The metal 1 layer:
Supply wires on this layer in gray.
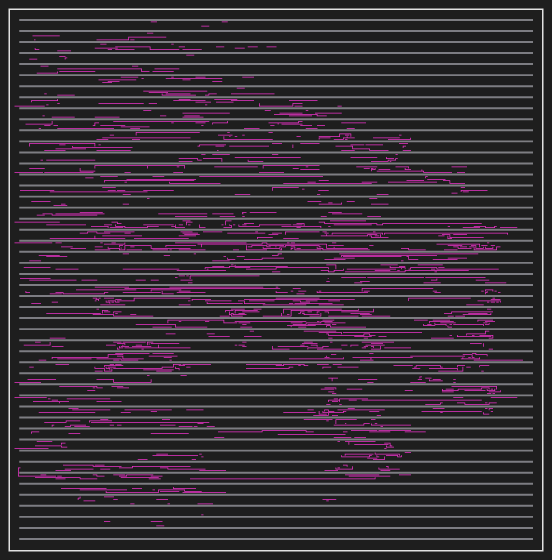
Clock nets:
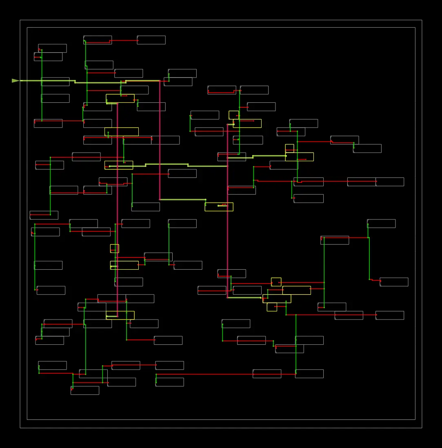
PDN straps and rails:
Pins as bars on the die edge.
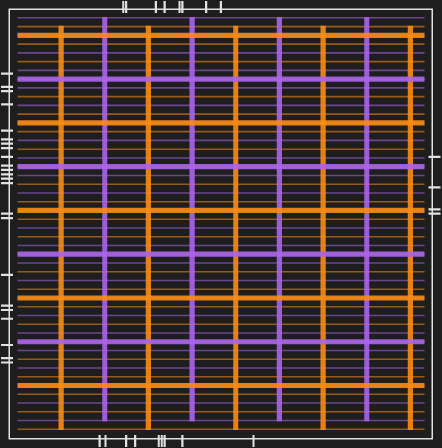
Sequential cells grouped by signal name:
Other sequential cells in the stronger gray, the rest of the logic in the fainter gray.
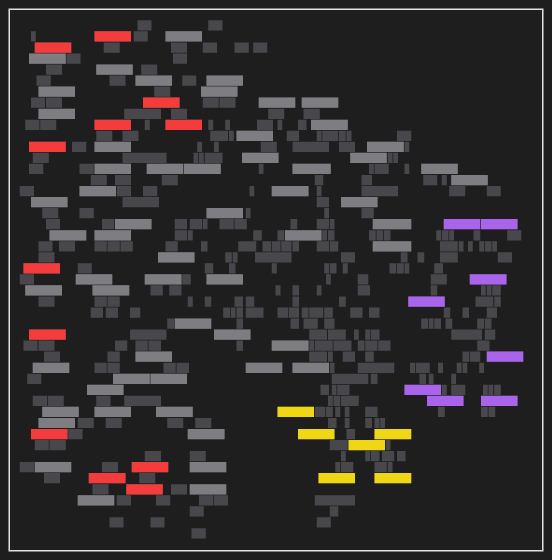
Gate families picked out:
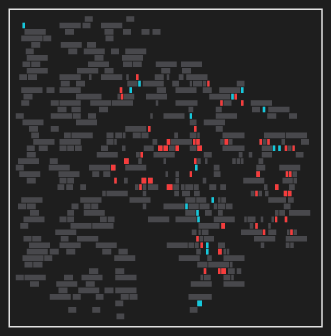
File: src/rtl/lfa_adc_reader.sv
// lfa_adc_reader: SPI master for the ADC128S022 that scans the left, middle and
// right line-follower sensors. It publishes a coherent left/middle/right set and
// pulses data_valid once per completed scan.
// QUIET_HP is expected to be at least 1 so that the chip-select gap is non-empty.
module lfa_adc_reader #(
    parameter int unsigned CLK_DIV  = 25,
    parameter logic [2:0]  LEFT_CH  = 3'd3,
    parameter logic [2:0]  MID_CH   = 3'd2,
    parameter logic [2:0]  RIGHT_CH = 3'd1,
    parameter int unsigned QUIET_HP = 2
) (
    input  logic        clk_50M,
    input  logic        reset,
    input  logic        enable,
    input  logic        adc_dout,
    output logic        adc_cs_n,
    output logic        adc_sck,
    output logic        adc_din,
    output logic [11:0] left,
    output logic [11:0] middle,
    output logic [11:0] right,
    output logic        data_valid
);

    localparam int unsigned DIV_W  = 6;
    localparam int unsigned EDGE_W = 5;
    localparam int unsigned GAP_W  = 8;
    localparam int unsigned DATA_W = 12;
    localparam int unsigned WORD_W = 16;

    localparam logic [DIV_W-1:0]  DIV_LAST  = DIV_W'(CLK_DIV - 1);
    localparam logic [EDGE_W-1:0] EDGE_LAST = EDGE_W'(31);
    localparam logic [GAP_W-1:0]  GAP_LAST  = GAP_W'(QUIET_HP);

    typedef enum logic [1:0] {
        IDLE  = 2'd0,
        FRAME = 2'd1,
        GAP   = 2'd2
    } state_t;

    state_t              state_q;
    logic [DIV_W-1:0]    div_q;
    logic [EDGE_W-1:0]   edge_q;
    logic [GAP_W-1:0]    gap_q;
    logic [1:0]          idx_q;
    logic [1:0]          cur_q;
    logic                prime_q;
    logic                done_q;
    logic [WORD_W-1:0]   tx_q;
    logic [DATA_W-1:0]   rx_q;
    logic                cs_n_q;
    logic                sck_q;
    logic                din_q;
    logic [DATA_W-1:0]   left_q;
    logic [DATA_W-1:0]   middle_q;
    logic [DATA_W-1:0]   right_q;
    logic                valid_q;

    logic                div_hit_c;
    logic [WORD_W-1:0]   word_c;

    // Channel address for a position in the left/middle/right sequence.
    function automatic logic [2:0] ch_addr(input logic [1:0] i);
        case (i)
            2'd0:    ch_addr = LEFT_CH;
            2'd1:    ch_addr = MID_CH;
            default: ch_addr = RIGHT_CH;
        endcase
    endfunction

    // Sequence position that follows i (wraps 2 -> 0).
    function automatic logic [1:0] idx_next(input logic [1:0] i);
        idx_next = (i == 2'd2) ? 2'd0 : 2'(i + 2'd1);
    endfunction

    // Sequence position that precedes i (wraps 0 -> 2).
    function automatic logic [1:0] idx_prev(input logic [1:0] i);
        idx_prev = (i == 2'd0) ? 2'd2 : 2'(i - 2'd1);
    endfunction

    // Half-period expiry and the control word for the next frame.
    assign div_hit_c = (div_q == DIV_LAST);
    assign word_c    = {2'b00, ch_addr(idx_q), 11'b0};

    // Scan sequencer: chip select, SCLK, shift registers and result routing.
    // rx_q keeps only the last 12 of the 16 shifted bits; the leading four
    // bits of every frame fall off the top and are never looked at.
    always_ff @(posedge clk_50M or posedge reset) begin
        if (reset) begin
            state_q  <= IDLE;
            div_q    <= '0;
            edge_q   <= '0;
            gap_q    <= '0;
            idx_q    <= 2'd0;
            cur_q    <= 2'd0;
            prime_q  <= 1'b1;
            done_q   <= 1'b0;
            tx_q     <= '0;
            rx_q     <= '0;
            cs_n_q   <= 1'b1;
            sck_q    <= 1'b1;
            din_q    <= 1'b0;
            left_q   <= '0;
            middle_q <= '0;
            right_q  <= '0;
            valid_q  <= 1'b0;
        end else begin
            valid_q <= 1'b0;
            done_q  <= 1'b0;

            // A finished frame carries the conversion addressed one frame earlier.
            if (done_q) begin
                if (!prime_q) begin
                    case (idx_prev(cur_q))
                        2'd0:    left_q   <= rx_q;
                        2'd1:    middle_q <= rx_q;
                        default: begin
                            right_q <= rx_q;
                            valid_q <= 1'b1;
                        end
                    endcase
                end
                prime_q <= 1'b0;
            end

            case (state_q)
                IDLE: begin
                    cs_n_q <= 1'b1;
                    sck_q  <= 1'b1;
                    if (enable) begin
                        state_q <= FRAME;
                        cs_n_q  <= 1'b0;
                        div_q   <= '0;
                        edge_q  <= '0;
                        tx_q    <= word_c;
                        rx_q    <= '0;
                        cur_q   <= idx_q;
                        idx_q   <= idx_next(idx_q);
                    end
                end

                FRAME: begin
                    if (div_hit_c) begin
                        div_q  <= '0;
                        sck_q  <= ~sck_q;
                        edge_q <= EDGE_W'(edge_q + 1'b1);
                        if (sck_q) begin
                            din_q <= tx_q[WORD_W-1];
                            tx_q  <= {tx_q[WORD_W-2:0], 1'b0};
                        end else begin
                            rx_q <= {rx_q[DATA_W-2:0], adc_dout};
                            if (edge_q == EDGE_LAST) begin
                                done_q  <= 1'b1;
                                gap_q   <= '0;
                                state_q <= GAP;
                            end
                        end
                    end else begin
                        div_q <= DIV_W'(div_q + 1'b1);
                    end
                end

                GAP: begin
                    if (div_hit_c) begin
                        div_q <= '0;
                        gap_q <= GAP_W'(gap_q + 1'b1);
                        if (gap_q == '0) begin
                            cs_n_q <= 1'b1;
                        end
                        if (gap_q == GAP_LAST) begin
                            if (enable) begin
                                state_q <= FRAME;
                                cs_n_q  <= 1'b0;
                                edge_q  <= '0;
                                tx_q    <= word_c;
                                rx_q    <= '0;
                                cur_q   <= idx_q;
                                idx_q   <= idx_next(idx_q);
                            end else begin
                                state_q <= IDLE;
                                prime_q <= 1'b1;
                            end
                        end
                    end else begin
                        div_q <= DIV_W'(div_q + 1'b1);
                    end
                end

                default: begin
                    state_q <= IDLE;
                    cs_n_q  <= 1'b1;
                    sck_q   <= 1'b1;
                end
            endcase
        end
    end

    // Registered outputs.
    assign adc_cs_n   = cs_n_q;
    assign adc_sck    = sck_q;
    assign adc_din    = din_q;
    assign left       = left_q;
    assign middle     = middle_q;
    assign right      = right_q;
    assign data_valid = valid_q;

endmodule

File: config.mk
export PLATFORM = sky130hd
export DESIGN_NAME = lfa_adc_reader
export DESIGN_NICKNAME = d
export VERILOG_FILES = /design/src/rtl/lfa_adc_reader.sv
export SDC_FILE = /design/constraint.sdc
export NUM_CORES = 1
export LEC_CHECK = 0
export CAP_MARGIN = 20
export CORE_AREA = 2 2 129 131
export DETAILED_ROUTE_END_ITERATION = 16
export DIE_AREA = 0 0 131 133
export GPL_TIMING_DRIVEN = 0
export PLACE_DENSITY_LB_ADDON = 0.1
export SYNTH_ARGS = -nofsm -noshare
export SYNTH_HDL_FRONTEND = slang
export SYNTH_SLANG_ARGS = --single-unit
File: constraint.sdc
create_clock -name clk_50M -period 4.43 [get_ports clk_50M]
set_input_delay 0.886 -clock clk_50M [delete_from_list [all_inputs] [get_ports clk_50M]]
set_output_delay 0.886 -clock clk_50M [all_outputs]
set_load 0.05 [all_outputs]
==> tab_implementation.tex <==
% Synthesis and place-and-route results
\begin{tabular}{lr}
\hline
Metric & Value \\
\hline
\multicolumn{2}{l}{\textbf{Placed design}} \\
Placer Congestion & about 0.72 \\
IO buf count & 42 \\
DP HPWL & 6.448 mm \\
Post-Place Worst Slack & 1879 ps \\
\multicolumn{2}{l}{\textbf{Finish}} \\
Synth-to-layout area growth & 25.99\% \\
Top cells excl fill/tap & dfrtp\_1 (81), mux2\_2 (43), clkdlybuf4s50\_1 (42), nand2\_1 (31), nor2\_1 (19) \\
Fraction of layout cells with a size suffix above 1 & 0.2000 \\
Antenna cell count & 0 \\
Most frequent logic cell in the layout & dfrtp\_1 \\
Final net count & between 400 and 500 \\
Fillers & between 1500 and 2000 \\
\multicolumn{2}{l}{\textbf{Drt}} \\
Avg Vias per Cell & 4.487 \\
Number of vias after detailed routing & about 2800 \\
Wire length reported by the detailed router & around 9.5 mm \\
1st-pass router iterations & 4 \\
Remaining routing DRC violations & 0 \\
First-iteration detailed-routing DRC count & just over 100 \\
Detailed-route wire length per cell & $\sim$15 microns \\
ANT nets after route & 0 \\
\multicolumn{2}{l}{\textbf{Setup path}} \\
Crit path buf inv count & 1 \\
Crit-path max cell delay & roughly 800 ps \\
Critical-path cell with the highest stage delay & clkdlybuf4s50\_1 \\
Type of the worst setup path & reg -> out \\
Data arrival time of the worst path & between 1500 and 2000 ps \\
Capture point of the worst reg-to-reg path & gap\_q[0] \\
Worst endpoint required time & $\sim$3500 ps \\
Reg2reg setup slack & around 2100 ps \\
Logic depth of the worst setup path including buffers & 1 \\
Worst setup path startpoint & adc\_cs\_n \\
Cell family with most CP delay & buffers and inverters \\
CP Cell Sequence & clkdlybuf4s50\_1 \\
Crit start category & flop \\
Peak fanout along the critical path & 3 \\
Termination of the worst setup path & adc\_cs\_n \\
Worst setup EP type & primary output \\
Worst reg-to-reg path cell count & 7 \\
FF-to-FF Start & edge\_q[0] \\
\multicolumn{2}{l}{\textbf{Global routing}} \\
Met1 track demand over resource in global routing & 0.1575 \\
Residual overflow from global routing & 0 \\
Global-route usage over all layers & 0.1188 \\
Via count of the first global-routing pass & between 2000 and 3000 \\
Routing usage on met3 & 0.03356 \\
Most Crowded Layer GR & met2 \\
Maximum number of pins on one net before global-route repair & about 65 \\
Met2 Usage GRT & 0.1845 \\
Wire length of the first global-routing pass & 15.97 mm \\
Number of antenna violations at the first check in global routing & 0 \\
\multicolumn{2}{l}{\textbf{Synth}} \\
Chip area from the yosys synthesis statistics & roughly 3900 sq um \\
Synthesized area per cell & 11.50 sq um \\
Post-synth ARST share & 1.000 \\
Number of enable flip-flop cells & 0 \\
Synthesized area & about 3900 sq um \\
Synth warn & 0 \\
Sequential cell area fraction in the yosys report & 0.5355 \\
Synth top cell by count & dfrtp\_1 \\
Net Count, Synth & 360 \\
Dominant register cell & dfrtp\_1 \\
Commonest cells post-synth & dfrtp\_1 (81), mux2\_2 (43), nand2\_1 (31) \\
Distinct lib cells & between 50 and 60 \\
Main area contributors & dfrtp\_1 (52\%), mux2\_2 (12\%), ha\_1 (4.5\%), nand2\_1 (3.0\%), a32oi\_1 (2.4\%) \\
Area share, top type & 0.5154 \\
Flop and latch count out of synthesis & about 84 \\
\# Cells Yosys & around 340 \\
Most area-hungry cell type in the Yosys netlist & dfrtp\_1 \\
Cells after synthesis & approximately 340 \\
\multicolumn{2}{l}{\textbf{STA}} \\
Setup tns final & 0 ps \\
Slew HR & 0.5373 \\
RSZ-0062 raised after global routing & false \\
Number of pins with negative max-slew slack in the final report & 0 \\
Final setup violation count & 0 \\
Final worst path period share & 0.5819 \\
Setup ws final & between 1500 and 2000 ps \\
Min Tclk post-route & between 2000 and 3000 ps \\
Final setup skew & 10.64 ps \\
Worst Max-Slew Pin Slew & 674.7 ps \\
Final Hold Violation Tally & 0 \\
Max Clk Rate & a little under 400 MHz \\
\multicolumn{2}{l}{\textbf{Clock network}} \\
Clock transition time at the flip-flop clock pins of the worst setup and hold paths & roughly 60 ps \\
Buffer cell driving the clock tree root & clkbuf\_16 \\
Number of buffers on the longest clock path & 2 \\
Skew-Pair Late Insertion Delay & 340 ps \\
Count of instances resized after the clock tree is built & 0 \\
CTS tree & done \\
Buffers inserted during post-CTS setup optimization & 0 \\
Clock H-tree levels & 3 \\
Quantity of hold-fixing buffers added after cts & 0 \\
\multicolumn{2}{l}{\textbf{Pwr}} \\
Clock network fraction of total power & 0.366 \\
Part of the power in combinational logic & 0.210 \\
Peak supply drop & approximately 190 uV \\
Total power consumption of the routed design & between 2 and 2.5 mW \\
Power attributed to combinational cells & 439 uW \\
Power Clock & 767 uW \\
Int Power & about 1.4 mW \\
Switching power share of the total & 0.3148 \\
Power Dens Cells & 423.0 nW/um\^{}2 \\
Max power group & registers \\
Total leakage power & about 2.2 nW \\
Sw power & roughly 660 uW \\
Fraction of power consumed by sequential logic & 0.424 \\
Sequential cell power & just under 900 uW \\
\multicolumn{2}{l}{\textbf{Die}} \\
Die y size & 133 microns \\
Core Box Area & roughly 16000 sq um \\
IO Pins & 44 \\
Core utilization before placement & 0.2432 \\
Std cell rows & roughly 47 \\
Area of the die & about 17000 sq um \\
Horizontal extent of the die & about 130 microns \\
\multicolumn{2}{l}{\textbf{Worst hold path}} \\
Class of the most critical hold timing path & reg -> reg \\
Hold-critical path depth & 1 \\
\multicolumn{2}{l}{\textbf{Run}} \\
Max-Cap Viols & 0 \\
Tally of OpenROAD warnings & 34 \\
\multicolumn{2}{l}{\textbf{Outcome}} \\
Result of the run & finished, final reports clean \\
\hline
\end{tabular}
-- 'the metal 1 layer' (at the start) --
The wires run mostly horizontal. The layer carries 4430 microns of wire. The layer holds 47% of the routed length. 376 nets have wire on it.

-- 'clock nets' (at the start) --
number of CTS-inserted buffers: 9
# clock sinks: 84
clock buffer count in the final layout: 9
flop count: 84

-- 'PDN straps and rails' (at the start) --
Key: purple = VDD; orange = VSS
9 straps on met5. The core has 47 rows. 44 signal pins sit on the boundary. 9 straps on met4.

-- 'sequential cells grouped by signal name' (at the start) --
Key: purple = gap_q [sequential cells 8]; yellow = div_q [sequential cells 6]; red = right [sequential cells 12]
Another 58 sequential cells are not colored.

-- 'gate families picked out' (at the start) --
Key: cyan = inverters [cells 17, most used inv_1]; red = NAND gates [cells 50, most used nand2_1]

-- metrics by stage --
stage | cell area, sq um | std cells | hold WS (ps) | util
2_1_floorplan | 3933 | 342 | 384.1 | -
3_5_place_dp | 4658 | 605 | 415.0 | 0.2880
6_report | 4955 | 620 | 414.2 | 0.3064
5_1_grt | 4955 | 620 | 455.9 | 0.3064
4_1_cts | 4955 | 620 | 422.1 | 0.3064
3_3_place_gp | 4628 | 604 | 407.9 | 0.2862
-- flip-flops by register name, indices dropped and copies added, names as in the netlist, 2 cells and up --
name	cells
left	12
middle	12
right	12
rx_q	12
gap_q	8
div_q	6
edge_q	5
tx_q	5
cur_q	2
idx_q	2
state_q	2
-- layer usage --
layer / vias up / part of all wire
li1: 1327 / -
met1: 1391 / 0.47
met2: 53 / 0.46
met3: 11 / 0.053
met4: 0 / 0.017
met5: - / 0
-- how the worst min path moves through the flow --
stage | startpoint | to | slack, ps
after floorplan | done_q | prime_q | 380
after global placement | done_q | prime_q | 410
after detailed placement | done_q | prime_q | 410
after CTS | done_q | prime_q | 420
after global routing | done_q | prime_q | 460
final | done_q | prime_q | 410
-- cell families (layout without fill, tap and decap cells) --
family	count (synthesis)	after routing	synth area share
flip-flops	84	84	0.5355
AND/OR/NAND/NOR	92	92	0.1174
buffers and inverters	32	90	0.03372
AND-OR/OR-AND	66	66	0.1190
adder cells (fa/ha/maj)	14	14	0.04454
XOR/XNOR	4	4	0.008908
multiplexers	50	50	0.1409
-- final cells by class --
class	count	area [sq um]	share of cell area
buffer	15	68.82	0.01389
multi-input combinational	226	1694	0.3419
clock buffer	9	225.2	0.04545
timing repair buffer	43	447.9	0.09040
clock inverter	6	71.32	0.01439
inverter	17	66.31	0.01338
tap	220	275.3	0.05556
sequential	84	2106	0.4250
Power and IR drop assume default switching activity.
